`src/rtl/boot_check_pkg.sv`:
```
// Shared state encoding, error codes and the CRC-32 word step used by the
// boot image checker and its CRC accumulator.
package boot_check_pkg;

    typedef enum logic [2:0] {
        ST_IDLE    = 3'd0,
        ST_PROM    = 3'd1,
        ST_DROM    = 3'd2,
        ST_CHECK   = 3'd3,
        ST_RELEASE = 3'd4,
        ST_GOOD    = 3'd5,
        ST_BAD     = 3'd6
    } state_t;

    localparam logic [1:0] ERR_NONE  = 2'd0;
    localparam logic [1:0] ERR_COUNT = 2'd1;
    localparam logic [1:0] ERR_ORDER = 2'd2;
    localparam logic [1:0] ERR_CRC   = 2'd3;

    localparam logic [31:0] CRC_POLY   = 32'hEDB88320;
    localparam logic [31:0] CRC_INIT   = 32'hFFFFFFFF;
    localparam logic [31:0] CRC_XOROUT = 32'hFFFFFFFF;

    // Reflected CRC: bytes LSB first and bits LSB first collapse into
    // shifting the whole word out from bit 0 upward.
    function automatic logic [31:0] crc32_word(input logic [31:0] crc_in,
                                               input logic [31:0] word);
        logic [31:0] c;
        c = crc_in ^ word;
        for (int i = 0; i < 32; i++) begin
            c = c[0] ? ((c >> 1) ^ CRC_POLY) : (c >> 1);
        end
        return c;
    endfunction

endpackage

```
`src/rtl/crc32_accum.sv`:
```
// Registered CRC-32 accumulator: one 32-bit word per enabled cycle.
module crc32_accum
    import boot_check_pkg::*;
(
    input  logic        clk_i,
    input  logic        rst_i,
    input  logic        clr_i,
    input  logic        en_i,
    input  logic [31:0] data_i,
    output logic [31:0] crc_raw_o,
    output logic [31:0] crc_final_o
);

    logic [31:0] r_crc;

    always_ff @(posedge clk_i) begin
        if (rst_i || clr_i) begin
            r_crc <= CRC_INIT;
        end else if (en_i) begin
            r_crc <= crc32_word(r_crc, data_i);
        end
    end

    assign crc_raw_o   = r_crc;
    assign crc_final_o = r_crc ^ CRC_XOROUT;

endmodule

```
`config.mk`:
```
export PLATFORM = sky130hd
export DESIGN_NAME = crc32_accum
export DESIGN_NICKNAME = d
export VERILOG_FILES = /design/src/rtl/boot_check_pkg.sv /design/src/rtl/crc32_accum.sv
export SDC_FILE = /design/constraint.sdc
export NUM_CORES = 1
export LEC_CHECK = 0
export ABC_AREA = 1
export CAP_MARGIN = 20
export CORE_MARGIN = 2
export CORE_UTILIZATION = 61
export CTS_BUF_LIST = sky130_fd_sc_hd__clkbuf_4
export DETAILED_ROUTE_END_ITERATION = 16
export PLACE_DENSITY_LB_ADDON = 0.08
export SYNTH_ARGS = -nofsm -noshare
export SYNTH_HDL_FRONTEND = slang
export SYNTH_SLANG_ARGS = --single-unit
```
`constraint.sdc`:
```
create_clock -name clk_i -period 6.9 [get_ports clk_i]
set_input_delay 1.035 -clock clk_i [delete_from_list [all_inputs] [get_ports clk_i]]
set_output_delay 1.035 -clock clk_i [all_outputs]
set_load 0.02 [all_outputs]
```
==> summary.txt <==
Notes on the physical design

The run finished with clean final reports. Static timing analysis puts the maximum clock frequency at roughly 0.25 GHz. The final-layout setup total negative slack is 0 ns. The sum of met3 wire segment lengths after detailed routing is about 2000 µm. The synthesized area divided by synthesized cell count is 5.57 µm². Counting flops with a built-in enable in the synthesized netlist gives 0. The cell count after synthesis is roughly 1,100. The library cell with the highest instance count after synthesis is sky130_fd_sc_hd__nand2_1. The arithmetic-cell share of the synthesized area counting full adders, half adders and majority gates is 0%. Entering global routing, the biggest net connects 38 pins. The parity-gate share of the synthesized area counting xor and xnor cells is around 18%. Routing resource usage on met2 recorded by global route was about two thirds. The count of pins over their slew limit is 0.

The CTS log lists the clock sinks for this run as 32. Post-CTS repair ended up resizing 0 cells. The met1 usage is slightly above 50%.

Per the detail_route report, DRC violations left total 0. Buffers added to address setup during post-CTS repair amount to 0. The tightest min-delay check is of the flip-flop to flip-flop type. Multiplexer cells account for 0% of the synthesized area.

The slew check shows that the tightest pin keeps a relative margin of 38.1%. The maximum clock path buffer count is 2. The design area is around 0.0075 mm². The number of global-route vias before repair came to about 6,700.
Figure 1. Power grid.
(4 px per µm) Pins as bars on the die edge. Tap cells in gray.
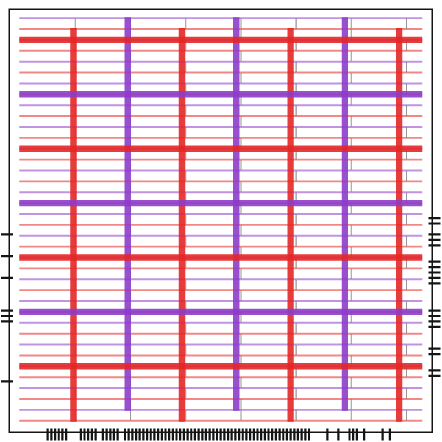
| color | net |
|---|---|
| purple | VDD |
| red | VSS |
met5 straps: 7
met4 straps: 7
signal pins: 100
placeable core region: 0.0101 mm²
height of the die: 105 µm
Die Span X: 105 µm

Figure 2. Signal wires by layer.
(4 px per µm)
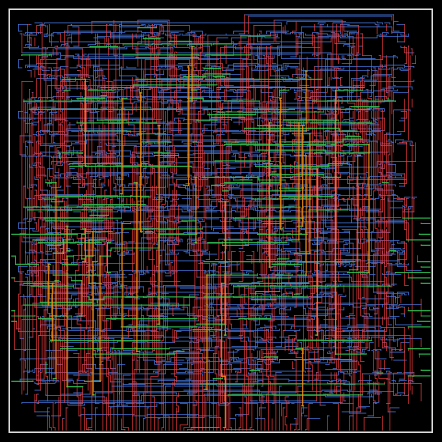
| color | layer | wire length |
|---|---|---|
| orange | M4 | 970 µm |
| green | M3 | 2,000 µm |
| blue | M1 | 8,930 µm |
| red | M2 | 10,400 µm |
total number of vias: 7,615
Global Route Usage Sum: 39.2%
routed wire length: 22,200 µm
final routed wire length divided by cell count: 16.3 µm

